## src/rtl/pcecd_scsi_target.sv

```systemverilog
// PC Engine CD SCSI target: bus phase sequencer for COMMAND, DATA IN, STATUS and
// MESSAGE IN with a REQ/ACK handshake toward the initiator.
// Optional REQ watchdog enabled by defining PCECD_TARGET_TIMEOUT_EN.
module pcecd_scsi_target #(
    parameter int TIMEOUT_CYCLES = 65535
) (
    input  logic        clk,
    input  logic        reset,
    input  logic        sel_i,
    input  logic        ack_i,
    input  logic        rst_i,
    input  logic [7:0]  db_i,
    output logic [7:0]  db_o,
    output logic        bsy_o,
    output logic        req_o,
    output logic        msg_o,
    output logic        cd_o,
    output logic        io_o,
    output logic [79:0] cmd_o,
    output logic [3:0]  cmd_len_o,
    output logic        cmd_valid_o,
    input  logic [7:0]  data_i,
    input  logic        data_valid_i,
    output logic        data_ready_o,
    input  logic        status_valid_i,
    input  logic [7:0]  status_i
);

    typedef enum logic [2:0] {
        BUS_FREE, COMMAND, EXEC, DATA_IN, STATUS, MSG_IN
    } state_t;

    state_t     state, state_nx;
    logic       got;          // ACK seen for current byte, waiting for ACK release
    logic       have;         // a byte is parked on db_o awaiting its REQ
    logic       status_pend;
    logic [7:0] status_lat;
    logic [3:0] idx;
    logic       to_hit, abort, hs_done, hs_clear, req_raise, data_load, cmd_last, status_go;

`ifdef PCECD_TARGET_TIMEOUT_EN
    logic [31:0] to_cnt;

    // Watchdog counts cycles with REQ high and ACK low; restarts whenever either breaks.
    always_ff @(posedge clk) begin
        if (reset || !req_o || ack_i)
            to_cnt <= '0;
        else
            to_cnt <= to_cnt + 32'd1;
    end

    assign to_hit = req_o & ~ack_i & (to_cnt == 32'(TIMEOUT_CYCLES - 1));
`else
    // Without the watchdog the limit parameter is inert.
    assign to_hit = 1'b0 & (TIMEOUT_CYCLES != 0);
`endif

    assign abort     = rst_i | to_hit;
    assign hs_done   = req_o & ack_i;
    assign hs_clear  = got & ~ack_i;
    assign req_raise = ~req_o & ~ack_i & ~got & ((state == COMMAND) | have);
    assign cmd_last  = (idx == cmd_len_o - 4'd1);
    assign status_go = status_pend | status_valid_i;
    assign data_load = ~reset & ~abort & (state == DATA_IN) & ~have & ~got
                       & ~req_o & ~ack_i & data_valid_i;
    assign data_ready_o = data_load;
    assign bsy_o        = (state != BUS_FREE);

    // Phase lines decoded from the current state.
    always_comb begin
        {msg_o, cd_o, io_o} = 3'b000;
        case (state)
            COMMAND: {msg_o, cd_o, io_o} = 3'b010;
            DATA_IN: {msg_o, cd_o, io_o} = 3'b001;
            STATUS:  {msg_o, cd_o, io_o} = 3'b011;
            MSG_IN:  {msg_o, cd_o, io_o} = 3'b111;
            default: {msg_o, cd_o, io_o} = 3'b000;
        endcase
    end

    // State register.
    always_ff @(posedge clk) begin
        if (reset)
            state <= BUS_FREE;
        else
            state <= state_nx;
    end

    // Next-state selection; bus reset or watchdog always returns to BUS_FREE.
    always_comb begin
        state_nx = state;
        if (abort) begin
            state_nx = BUS_FREE;
        end else begin
            case (state)
                BUS_FREE: if (sel_i) state_nx = COMMAND;
                COMMAND:  if (hs_clear && cmd_last) state_nx = EXEC;
                EXEC: begin
                    if (data_valid_i)        state_nx = DATA_IN;
                    else if (status_valid_i) state_nx = STATUS;
                end
                DATA_IN:  if (!have && !got && !req_o && !data_valid_i && status_go)
                              state_nx = STATUS;
                STATUS:   if (hs_clear) state_nx = MSG_IN;
                MSG_IN:   if (hs_clear) state_nx = BUS_FREE;
                default:  state_nx = BUS_FREE;
            endcase
        end
    end

    // Handshake, command capture and byte staging on db_o.
    always_ff @(posedge clk) begin
        cmd_valid_o <= 1'b0;
        if (reset || abort) begin
            req_o       <= 1'b0;
            got         <= 1'b0;
            have        <= 1'b0;
            idx         <= '0;
            db_o        <= 8'h00;
            cmd_o       <= '0;
            cmd_len_o   <= '0;
            status_lat  <= 8'h00;
            status_pend <= 1'b0;
        end else begin
            if (state == BUS_FREE && sel_i) begin
                idx         <= '0;
                cmd_o       <= '0;
                cmd_len_o   <= '0;
                got         <= 1'b0;
                have        <= 1'b0;
                status_pend <= 1'b0;
                db_o        <= 8'h00;
            end
            if (req_raise)
                req_o <= 1'b1;
            if (hs_done) begin
                req_o <= 1'b0;
                got   <= 1'b1;
                have  <= 1'b0;
                if (state == COMMAND) begin
                    cmd_o[8*idx +: 8] <= db_i;
                    if (idx == 4'd0)
                        cmd_len_o <= (db_i[7:5] == 3'd0) ? 4'd6 : 4'd10;
                end
            end
            if (hs_clear) begin
                got <= 1'b0;
                case (state)
                    COMMAND: begin
                        if (cmd_last) cmd_valid_o <= 1'b1;
                        else          idx <= idx + 4'd1;
                    end
                    STATUS: begin
                        db_o <= 8'h00;
                        have <= 1'b1;
                    end
                    MSG_IN:  db_o <= 8'h00;
                    default: ;
                endcase
            end
            if ((state == EXEC || state == DATA_IN) && status_valid_i) begin
                status_lat  <= status_i;
                status_pend <= 1'b1;
            end
            if (data_load) begin
                db_o <= data_i;
                have <= 1'b1;
            end
            if (state_nx == STATUS && state != STATUS) begin
                db_o        <= status_valid_i ? status_i : status_lat;
                have        <= 1'b1;
                status_pend <= 1'b0;
            end
        end
    end

endmodule

```

## config.mk

```make
export PLATFORM = sky130hd
export DESIGN_NAME = pcecd_scsi_target
export DESIGN_NICKNAME = d
export VERILOG_FILES = /design/src/rtl/pcecd_scsi_target.sv
export SDC_FILE = /design/constraint.sdc
export NUM_CORES = 1
export LEC_CHECK = 0
export CAP_MARGIN = 20
export CELL_PAD_IN_SITES_DETAIL_PLACEMENT = 2
export CELL_PAD_IN_SITES_GLOBAL_PLACEMENT = 2
export CORE_MARGIN = 2
export CORE_UTILIZATION = 28
export DETAILED_ROUTE_END_ITERATION = 8
export GPL_ROUTABILITY_DRIVEN = 0
export GPL_TIMING_DRIVEN = 0
export PLACE_DENSITY = 0.83
export SLEW_MARGIN = 20
export SYNTH_ARGS = -nofsm -noshare
export SYNTH_HDL_FRONTEND = slang
export SYNTH_SLANG_ARGS = --single-unit
```

## constraint.sdc

```tcl
create_clock -name clk -period 3.6 [get_ports clk]
set_input_delay 0.36 -clock clk [delete_from_list [all_inputs] [get_ports clk]]
set_output_delay 0.36 -clock clk [all_outputs]
set_load 0.005 [all_outputs]
```

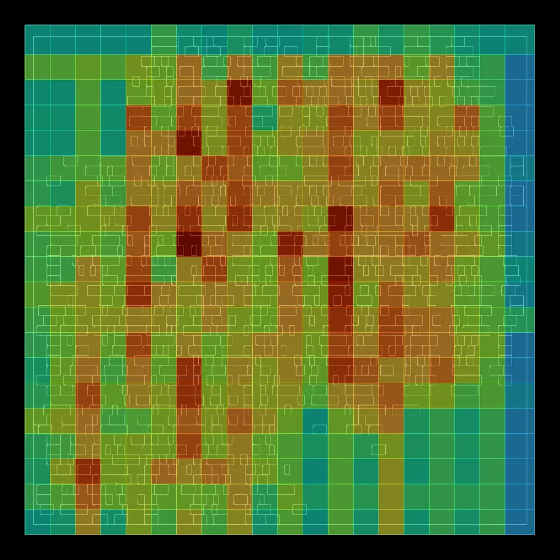
*Congestion heat map, run 1*
met2 usage: 37.2%
GRT busiest layer: met2

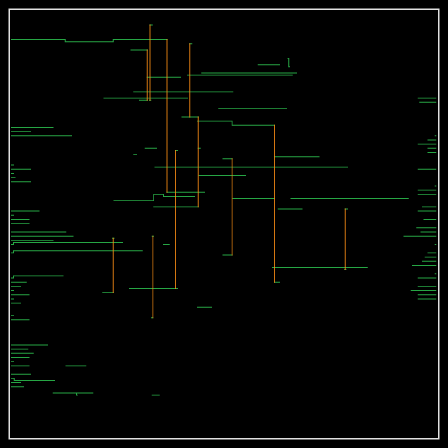
*Signal wires by layer, run 1*
Only two layers are drawn.
color	layer	wire length
green	metal 3	1000 um
orange	metal 4	335 um
overall global routing resource usage: 20.8%
Routed WL: 20.4 mm

==> results.py, run 1 <==
# Synthesis and PnR figures
metrics = {
    "global_routing": {
        "grt_pass1_wl_mm": 32.0,
        "antenna_found_initial": 0,
        "grt_max_degree": 21,
        "grtUsageMet1_pct": 25.6,
        "grt_overflow": 0,
        "grtUsageMet3_pct": 3.42,
    },
    "route": {
        "num_vias": 5395,
        "dr.pass1.iters": 4,
        "drcViolationCount": 0,
        "postRouteAntennaNets": 0,
        "detail_route.wl_per_cell_um": 20.4,
        "drt_iter0_markers": 273,
        "vias_per_cell": 5.40,
    },
    "final_layout": {
        "regArea_um2": 2240,
        "layout.nets": 800,
        "area_delta_synth_final_pct": 37.0,
        "layout.cells.non_filler": 999,
        "comb_area_um2": 2620,
        "layout.cells.most_common": "nand3_1",
        "drive_gt1_share_pct": 6.62,
        "fill_cells": 2019,
        "mostFrequentLayoutCells": "126 x nand3_1, 124 x clkdlybuf4s50_1, 112 x dfxtp_1, 88 x a21oi_1, 54 x clkbuf_1",
        "n_antenna_cell": 0,
    },
    "yosys": {
        "yosysWarningCount": 0,
        "synthCells": 630,
        "flop_cell": "dfxtp_1",
        "synth.cell_area_um2": 5110,
        "ys_types": 48,
        "ys_chip_area_um2": 5110,
        "synth_area_leader_cell": "dfxtp_1",
        "synthArstFlopShare_pct": 0,
        "synth_area_per_cell_um2": 8.12,
        "synth.area.top_cells": "dfxtp_1 44%, nand3_1 12%, a21oi_1 8.6%",
        "fp_nets": 665,
        "synth_top_area_share_pct": 43.8,
        "common_cells": "126 x nand3_1, 112 x dfxtp_1, 88 x a21oi_1",
        "ys.flops": 112,
        "ys_seq_share_pct": 43.8,
        "synthMostInstantiatedCell": "nand3_1",
        "edf_count": 0,
    },
    "final_timing": {
        "fin_crit_sh_pct": 94.5,
        "tightest_slew_ns": 0.931,
        "final.min_clock_period_ns": 3.40,
        "finalSetupViolCount": 0,
        "report.final.hold_viol_count": 0,
        "relSlewSlack_pct": 37.4,
        "finalMaxSlewViolations": 0,
        "fmaxAchievable_mhz": 294,
    },
    "placement": {
        "dp_cells": 983,
        "dpl.hpwl_mm": 14.7,
        "numPortBuffers": 124,
    },
    "clock_network": {
        "h-tree-depth": 3,
        "clk_latency_ns": 0.36,
        "clkSinkCount": 112,
        "cts_tree": "yes",
        "cts_buffers": 9,
        "cts_root_buf": "clkbuf_16",
        "cts_buffer_depth": 2,
        "cts.clk_slew.worst_paths_ns": 0.08,
        "hold_buffers": 0,
    },
    "floorplanning": {
        "num_io_pins": 130,
        "fp_util_pct": 28.5,
        "fp.dieH_um": 139,
        "rows": 49,
    },
    "setup_path": {
        "path_common_cell": "clkbuf_1",
        "cp_num_buf_inv": 4,
        "max_stage_delay_ns": 0.69,
        "criticalPathCategory": "reg2reg",
        "r2r_end": "cmd_o[73]",
        "crit_path_end_kind": "register",
        "worstPathCellList": "clkbuf_1 > inv_1 > ha_1 > clkbuf_1 > nand4_1 > or4_1 > clkbuf_1 > nand3_1 > a21oi_1",
        "critPathLaunchType": "register",
        "crit_start": "idx[1]",
        "worstPathRequired_ns": 3.83,
        "regToRegSetupSlack_ns": 0.20,
        "slowest_stage": "or4_1",
        "r2r_cells": 9,
        "cp-endpoint": "cmd_o[73]",
        "crit_family": "simple AND/OR/NAND/NOR gates",
    },
    "job": {
        "maxCapViolations": 0,
        "tool_warnings": 27,
    },
    "min_path": {
        "hp-class": "reg2reg",
        "whs_path_depth": 2,
        "hold_start": "cmd_o[8]",
        "whs_endpoint": "cmd_o[8]",
    },
    "power": {
        "p_clk_mw": 1.15,
        "p_comb_mw": 0.150,
        "vdd_drop_max_mv": 0.251,
        "cellInternalPower_mw": 1.91,
        "clockPowerShare_pct": 45.4,
        "power_per_cell_area_nw_per_um2": 363,
        "p_sw_share_pct": 24.9,
        "power.switching_mw": 0.633,
        "comb_power_share_pct": 5.9,
        "powerSeq_mw": 1.24,
        "power_leader": "registers",
        "seqPwrFrac_pct": 48.7,
    },
    "run_status": {
        "status": "finished, final reports clean",
    },
}
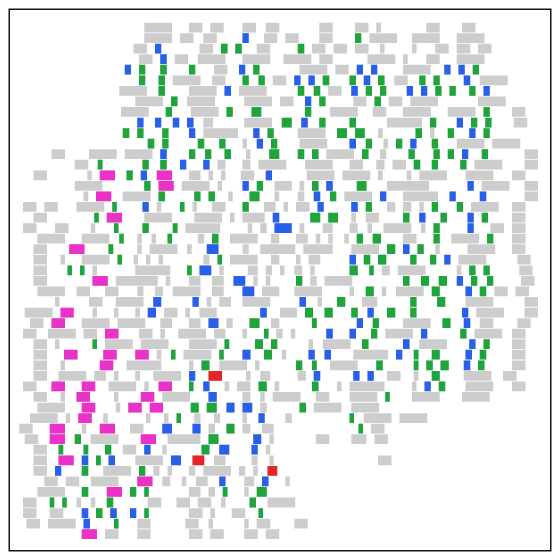
*Gate families picked out, run 1*
color	family	cells
red	AND-OR and OR-AND gates	3
green	NAND gates	202
blue	inverting AOI/OAI gates	108
magenta	multiplexers	31

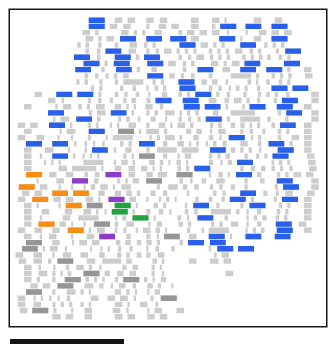
*Sequential cells grouped by signal name, run 1*
The bar under the picture is 50 um long. Other sequential cells in the stronger gray, the rest of the logic in the fainter gray.
color	signal	placed flops
orange	status_lat	8
green	state	3
blue	cmd_o	80
purple	cmd_len_o	4
not colored	17

[run 1: kinds of logic (layout without fill, tap and decap cells)]
family | Yosys count | in the layout | synth area share, %
AND/OR/NAND/NOR | 292 | 292 | 30.1
flip-flops | 112 | 112 | 43.8
AND-OR/OR-AND | 111 | 111 | 11.9
buffers and inverters | 73 | 213 | 5.53
multiplexers | 31 | 31 | 6.43
XOR/XNOR | 7 | 7 | 1.20
adder cells (fa/ha/maj) | 4 | 4 | 0.979
[run 1: through the flow]
stage          power (mW)  TNS, ns  instance area [um^2]  utilization (%)  setup WS [ns]
2_1_floorplan        1.34        0                  5110                -          0.911
3_3_place_gp         1.41        0                  6640             37.0          0.311
3_5_place_dp         1.42        0                  6640             37.0         0.0472
4_1_cts              2.56        0                  6980             38.9         0.0377
5_1_grt              2.62  -0.0140                  7010             39.0        -0.0140
6_report             2.54        0                  7010             39.0          0.199
[run 1: repair_timing]
| action | CTS | global route |
|---|---|---|
| gates resized | 1 | 6 |
| pin swaps | 0 | 0 |
| hold endpoints to repair | 0 | 0 |
| setup buffers | 0 | 0 |
| setup endpoints to repair | 3 | 31 |
[run 1: per-layer routing]
layer | up-vias | part of all wire [%]
met3 | 26 | 4.9
met1 | 2721 | 42
met5 | - | 0
li1 | 2510 | -
met4 | 0 | 1.6
met2 | 138 | 51
[run 1: area by class of cell]
type | instances | area share (%)
multi-input cells | 445 | 37.4
flip-flops and latches | 112 | 32.0
repair buffers | 124 | 17.7
well taps | 229 | 4.09
plain buffers | 63 | 3.52
clock buffers | 9 | 3.21
clock inverters | 7 | 1.54
inverters | 10 | 0.536
[run 1: registers in the layout (all words and copies together) (netlist names)]
name,cells
cmd_o,80
db_o,8
status_lat,8
cmd_len_o,4
idx,4
state,3
cmd_valid_o,1
got,1
have,1
req_o,1
status_pend,1
==> inputs of run 2 (changes only) <==
--- a/config.mk
+++ b/config.mk
@@ -8,7 +8,7 @@
 export CAP_MARGIN = 20
 export CELL_PAD_IN_SITES_DETAIL_PLACEMENT = 2
 export CELL_PAD_IN_SITES_GLOBAL_PLACEMENT = 2
-export CORE_MARGIN = 2
+export CORE_MARGIN = 5
 export CORE_UTILIZATION = 28
 export DETAILED_ROUTE_END_ITERATION = 8
 export GPL_ROUTABILITY_DRIVEN = 0
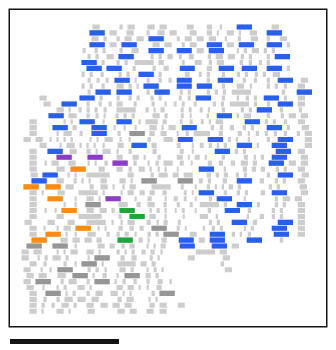
*Sequential cells grouped by signal name, run 2*
The bar under the picture is 50 um long. Other sequential cells in the stronger gray, the rest of the logic in the fainter gray.
color	signal	placed flops
purple	cmd_len_o	4
orange	status_lat	8
blue	cmd_o	80
green	state	3
Seq/total area: 32.1%
flip-flop and latch area: 2240 um^2
Final Core Density: 38.9%

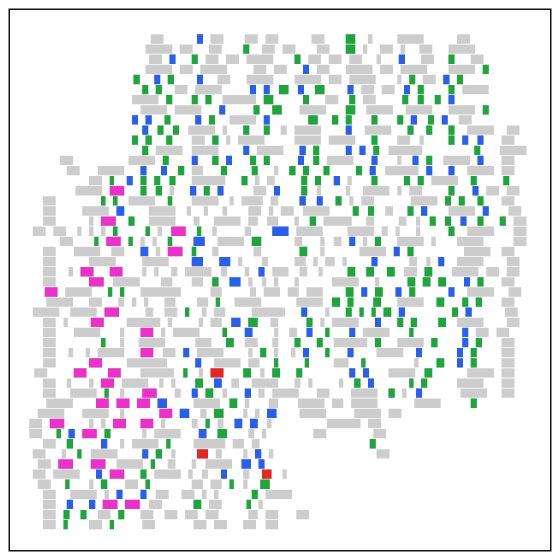
*Gate families picked out, run 2*
color	family	cells
magenta	multiplexers	31
red	AND-OR and OR-AND gates	3
blue	inverting AOI/OAI gates	108
green	NAND gates	202
combinational share of cell area: 37.5%
non-filler cells, final: 999
most numerous logic cell after layout: nand3_1

==> results.py, run 2 <==
# Synthesis and PnR figures
metrics = {
    "yosys": {
        "ys_cells": 630,
        "synth_area_per_cell_um2": 8.12,
        "synth.cell_area_um2": 5110,
        "ys_seq_share_pct": 43.8,
        "ys.flops": 112,
        "ys_chip_area_um2": 5110,
        "fp_nets": 665,
        "edf_count": 0,
        "synth_area_leader_cell": "dfxtp_1",
        "yosysWarningCount": 0,
        "ys_types": 48,
        "common_cells": "126 x nand3_1, 112 x dfxtp_1, 88 x a21oi_1",
        "synth_top_area_share_pct": 43.8,
        "synthMostInstantiatedCell": "nand3_1",
        "synth.area.top_cells": "dfxtp_1 44%, nand3_1 12%, a21oi_1 8.6%",
        "synthArstFlopShare_pct": 0,
        "synthCells": 630,
        "flop_cell": "dfxtp_1",
    },
    "final_layout": {
        "drive_gt1_share_pct": 6.36,
        "layout.nets": 800,
        "reg_top3": "cmd_o (80), db_o (8), status_lat (8)",
        "largest_register": "cmd_o",
        "mostFrequentLayoutCells": "126 x nand3_1, 124 x clkdlybuf4s50_1, 112 x dfxtp_1, 88 x a21oi_1, 56 x clkbuf_1",
        "final_cell_area_um2": 7000,
        "largest_reg_flops": 80,
        "n_antenna_cell": 0,
        "area_delta_synth_final_pct": 36.8,
    },
    "route": {
        "num_vias": 5359,
        "vias_per_cell": 5.36,
        "postRouteAntennaNets": 0,
        "routed-wl-met3_um": 959,
        "wl_met1_mm": 9.03,
        "dr.pass1.iters": 6,
        "detail_route.wl_per_cell_um": 21.3,
        "drcViolationCount": 0,
        "wirelength_mm": 21.3,
        "wl_met2_mm": 10.9,
        "routed.top_layer": "met4",
        "drt_iter0_markers": 280,
    },
    "power": {
        "p_leak_nw": 2.17,
        "power.total_mw": 2.52,
        "power_per_cell_area_nw_per_um2": 360,
        "vdd_drop_max_mv": 0.235,
    },
    "final_timing": {
        "final.min_clock_period_ns": 3.42,
        "rsz0062_at_grt": "true",
        "relSlewSlack_pct": 32.4,
        "setup_tns_ns": 0,
        "finalMaxSlewViolations": 0,
        "finalSetupViolCount": 0,
        "finClkSkew_ns": 0.0102,
        "tightest_slew_ns": 1.01,
        "timing.final.ws_setup_ns": 0.181,
        "timing.hold.ws_ns": 0.473,
        "fmaxAchievable_mhz": 292,
        "fin_crit_sh_pct": 95.0,
        "report.final.hold_viol_count": 0,
    },
    "min_path": {
        "hp-class": "reg2reg",
    },
    "floorplanning": {
        "rows": 49,
        "num_io_pins": 130,
        "fp_util_pct": 28.5,
        "die-area_um2": 21100,
        "fp.dieW_um": 145,
        "fp.dieH_um": 145,
        "core_um2": 18000,
    },
    "placement": {
        "dpl.hpwl_mm": 15.2,
        "dp_slack_ns": -0.0327,
        "numPortBuffers": 124,
        "dp_cells": 983,
        "place_area_um2": 6640,
    },
    "setup_path": {
        "criticalPathCategory": "reg2reg",
        "critPathMaxFanout": 10,
        "critPathLaunchType": "register",
        "worstPathRequired_ns": 3.88,
        "crit_path_end_kind": "register",
        "arrival_ns": 3.70,
    },
    "clock_network": {
        "h-tree-depth": 3,
        "cts_buffer_depth": 2,
        "clk_latency_ns": 0.36,
        "cts_buffers": 9,
        "hold_buffers": 0,
        "clkSinkCount": 112,
        "cts_tree": "yes",
        "cts.clk_slew.worst_paths_ns": 0.08,
        "cts_root_buf": "clkbuf_16",
        "postCtsSetupBuffers": 0,
    },
    "global_routing": {
        "antenna_found_initial": 0,
        "grt_pass1_wl_mm": 34.1,
        "grt_usage_pct": 19.9,
        "grt_max_degree": 19,
        "grt_pass1_vias": 6038,
        "grt_overflow": 0,
    },
    "job": {
        "tool_warnings": 28,
        "maxCapViolations": 0,
    },
    "run_status": {
        "status": "finished, final reports clean",
    },
}
[run 2: cell counts after synthesis]
Identical to the previous run, type by type.
[run 2: layout make-up]
| class | count | area, um^2 |
|---|---|---|
| multi-input cells | 445 | 2620 |
| repair buffers | 124 | 1240 |
| clock inverters | 5 | 88.8 |
| clock buffers | 11 | 233 |
| flip-flops and latches | 112 | 2240 |
| plain buffers | 63 | 246 |
| well taps | 229 | 287 |
| inverters | 10 | 37.5 |
| fillers | 2028 | 11000 |
[run 2: worst paths after layout]
path,startpoint,to,slack [ns],cells past startpoint
min reg2reg,cmd_o[13],cmd_o[13],0.47,2
max reg2reg,idx[1],cmd_o[42],0.18,9
min,cmd_o[13],cmd_o[13],0.47,2
max,idx[1],cmd_o[42],0.18,9
[run 2: metal layers]
layer  track usage (%)  vias up
met3              4.05       30
met4              5.64        0
li1                  -     2509
met2              36.0      137
met1              23.7     2683
met5                 0        -
[run 2: cells by family after synthesis]
| kind of cell | share of synthesized area, % |
|---|---|
| buffers and inverters | 5.53 |
| and+or+nand+nor | 30.1 |
| AOI/OAI and AO/OA | 11.9 |
| DFF | 43.8 |
| adders and majority gates | 0.979 |
| xor gates and xnor gates | 1.20 |
| muxes | 6.43 |
[run 2: power breakdown]
group	switching, mW	total, mW	internal (mW)
Combinational	0.109	0.155	0.0464
Sequential	0.000774	1.24	1.24
Clock	0.504	1.12	0.620
[run 2: what timing repair did]
| action | in CTS | in global routing |
|---|---|---|
| endpoints found under the setup margin | 8 | 34 |
| gates resized | 1 | 6 |
| pin swaps | 0 | 0 |
[run 2: worst max-delay path, stage by stage (launching register included)]
cell,delay [ns]
dfxtp_1,0.36
clkbuf_1,0.34
inv_1,0.11
ha_1,0.32
clkbuf_1,0.40
nand4_1,0.61
nor3_2,0.58
buf_2,0.30
nand3_1,0.12
a21oi_1,0.20
==> inputs of run 3 (changes only) <==
==> constraint.sdc (replaced) <==
create_clock -name clk -period 3.6 [get_ports clk]
set_input_delay 0.36 -clock clk [delete_from_list [all_inputs] [get_ports clk]]
set_output_delay 0.36 -clock clk [all_outputs]
set_load 0.02 [all_outputs]
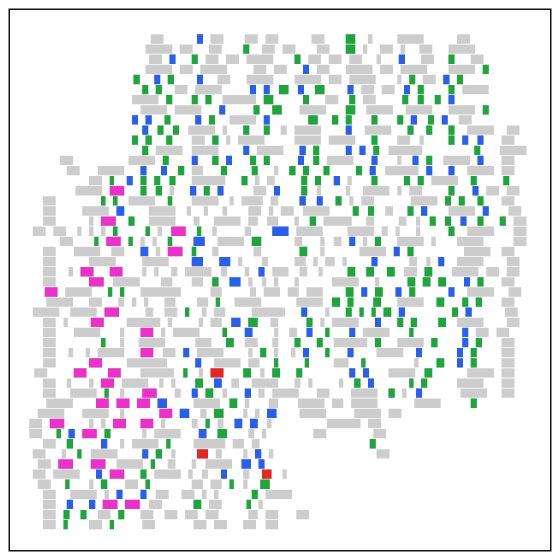
*Gate families picked out, run 3*
color	family	cells
red	AND-OR and OR-AND gates	3
blue	inverting AOI/OAI gates	108
green	NAND gates	202
magenta	multiplexers	31

==> results.py, run 3 <==
# Synthesis and PnR figures
metrics = {
    "power": {
        "powerSeq_mw": 1.24,
        "p_leak_nw": 2.17,
        "comb_power_share_pct": 6.2,
        "power.switching_mw": 0.615,
        "p_sw_share_pct": 24.4,
        "seqPwrFrac_pct": 49.2,
        "power_per_cell_area_nw_per_um2": 360,
        "clockPowerShare_pct": 44.6,
        "power_leader": "registers",
        "cellInternalPower_mw": 1.90,
        "p_clk_mw": 1.12,
        "vdd_drop_max_mv": 0.235,
    },
    "final_timing": {
        "report.final.hold_viol_count": 0,
        "timing.final.ws_setup_ns": 0.181,
        "relSlewSlack_pct": 32.4,
        "rsz0062_at_grt": "true",
        "fin_crit_sh_pct": 95.0,
        "final.min_clock_period_ns": 3.42,
        "tightest_slew_ns": 1.01,
        "finClkSkew_ns": 0.0102,
        "timing.hold.ws_ns": 0.473,
    },
    "global_routing": {
        "grt_pass1_vias": 6038,
        "grt_pass1_wl_mm": 34.1,
        "antenna_found_initial": 0,
        "grt_max_degree": 19,
    },
    "yosys": {
        "ys_cells": 630,
        "ys.flops": 112,
        "yosysWarningCount": 0,
        "synth.cell_area_um2": 5110,
        "synth_top_area_share_pct": 43.8,
        "common_cells": "126 x nand3_1, 112 x dfxtp_1, 88 x a21oi_1",
        "fp_nets": 665,
        "synthMostInstantiatedCell": "nand3_1",
        "ys_chip_area_um2": 5110,
        "synth.area.top_cells": "dfxtp_1 44%, nand3_1 12%, a21oi_1 8.6%",
        "ys_types": 48,
        "synthArstFlopShare_pct": 0,
        "ys_seq_share_pct": 43.8,
        "flop_cell": "dfxtp_1",
    },
    "final_layout": {
        "reg_top3": "cmd_o (80), db_o (8), status_lat (8)",
        "layout.cells.most_common": "nand3_1",
        "mostFrequentLayoutCells": "126 x nand3_1, 124 x clkdlybuf4s50_1, 112 x dfxtp_1, 88 x a21oi_1, 56 x clkbuf_1",
        "largest_reg_flops": 80,
        "final_core_util_pct": 38.9,
        "area_delta_synth_final_pct": 36.8,
        "layout.cells.non_filler": 999,
    },
    "clock_network": {
        "postCtsSetupBuffers": 0,
        "cts.clk_slew.worst_paths_ns": 0.08,
        "cts_root_buf": "clkbuf_16",
        "clk_latency_ns": 0.36,
        "hold_buffers": 0,
        "cts_buffer_depth": 2,
        "cts_tree": "yes",
    },
    "route": {
        "vias_per_cell": 5.36,
        "wirelength_mm": 21.3,
        "drt_iter0_markers": 280,
        "dr.pass1.iters": 6,
        "num_vias": 5359,
    },
    "floorplanning": {
        "fp.dieW_um": 145,
        "core_um2": 18000,
        "num_io_pins": 130,
        "fp_util_pct": 28.5,
        "fp.dieH_um": 145,
    },
    "setup_path": {
        "critPathMaxFanout": 10,
        "worstPathRequired_ns": 3.88,
        "critPathLaunchType": "register",
        "arrival_ns": 3.70,
        "slowest_stage": "nand4_1",
        "path_common_cell": "clkbuf_1",
        "regToRegSetupSlack_ns": 0.18,
        "worstPathCellList": "clkbuf_1 > inv_1 > ha_1 > clkbuf_1 > nand4_1 > nor3_2 > buf_2 > nand3_1 > a21oi_1",
        "r2r_end": "cmd_o[42]",
        "r2r_cells": 9,
    },
    "job": {
        "maxCapViolations": 0,
        "tool_warnings": 28,
    },
    "min_path": {
        "hp-class": "reg2reg",
    },
    "run_status": {
        "status": "finished, final reports clean",
    },
    "placement": {
        "place_area_um2": 6640,
    },
}
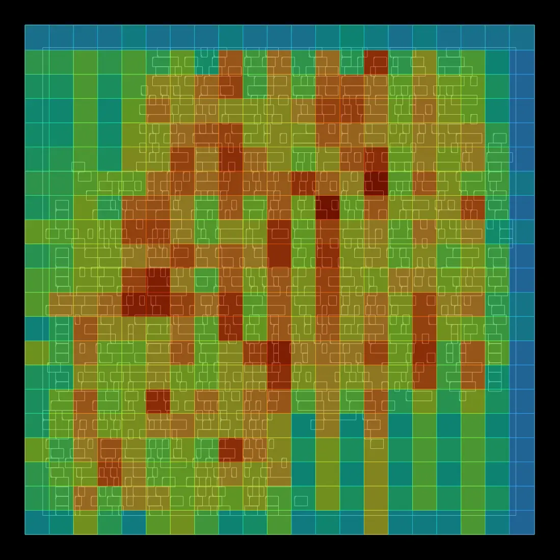
*Congestion heat map, run 3*
overall global routing resource usage: 19.9%
GR Util met1: 23.7%
grt met3 use: 4.05%
DR WL/cell: 21.3 um

## run 3: cell counts after synthesis
No cell type changed its count.
## run 3: cell families (layout without fill, tap and decap cells)
kind of cell / count (synthesis) / in the layout / share of synthesized area (%)
simple gates: 292 / 292 / 30.1
flops: 112 / 112 / 43.8
compound gates: 111 / 111 / 11.9
buf+inv: 73 / 213 / 5.53
mux: 31 / 31 / 6.43
xor+xnor: 7 / 7 / 1.20
fa+ha+maj: 4 / 4 / 0.979
## run 3: area by class of cell
class                           count  area (um^2)
Clock buffer                       11          233
Inverter                           10         37.5
Buffer                             63          246
Multi-Input combinational cell    445         2620
Timing Repair Buffer              124         1240
Fill cell                        2028        11000
Tap cell                          229          287
Clock inverter                      5         88.8
Sequential cell                   112         2240
## run 3: worst min-delay path by stage
stage / start / to / cells after the start
2_1_floorplan: status_pend / status_pend / 2
3_3_place_gp: cmd_o[18] / cmd_o[18] / 2
3_5_place_dp: cmd_o[13] / cmd_o[13] / 2
4_1_cts: cmd_o[13] / cmd_o[13] / 2
5_1_grt: cmd_o[13] / cmd_o[13] / 2
6_report: cmd_o[13] / cmd_o[13] / 2
## run 3: critical path, delay by kind of cell (launching register included)
family / cells / cell delay (ns)
and+or+nand+nor: 3 / 1.31
adders and majority gates: 1 / 0.32
buffers and inverters: 4 / 1.15
DFF: 1 / 0.36
AOI/OAI and AO/OA: 1 / 0.20
## run 3: routing by layer
layer | vias up | track usage [%] | share of wire (%)
li1 | 2509 | - | -
met1 | 2683 | 23.7 | 42
met2 | 137 | 36.0 | 51
met3 | 30 | 4.05 | 4.5
met4 | 0 | 5.64 | 1.8
met5 | - | 0 | 0
## run 3: repair_timing
action	4_1_cts	5_1_grt
pin swaps	0	0
endpoints found under the setup margin	8	34
gates resized	1	6
Power figures rest on the tool's default switching activity, not on a simulated workload.
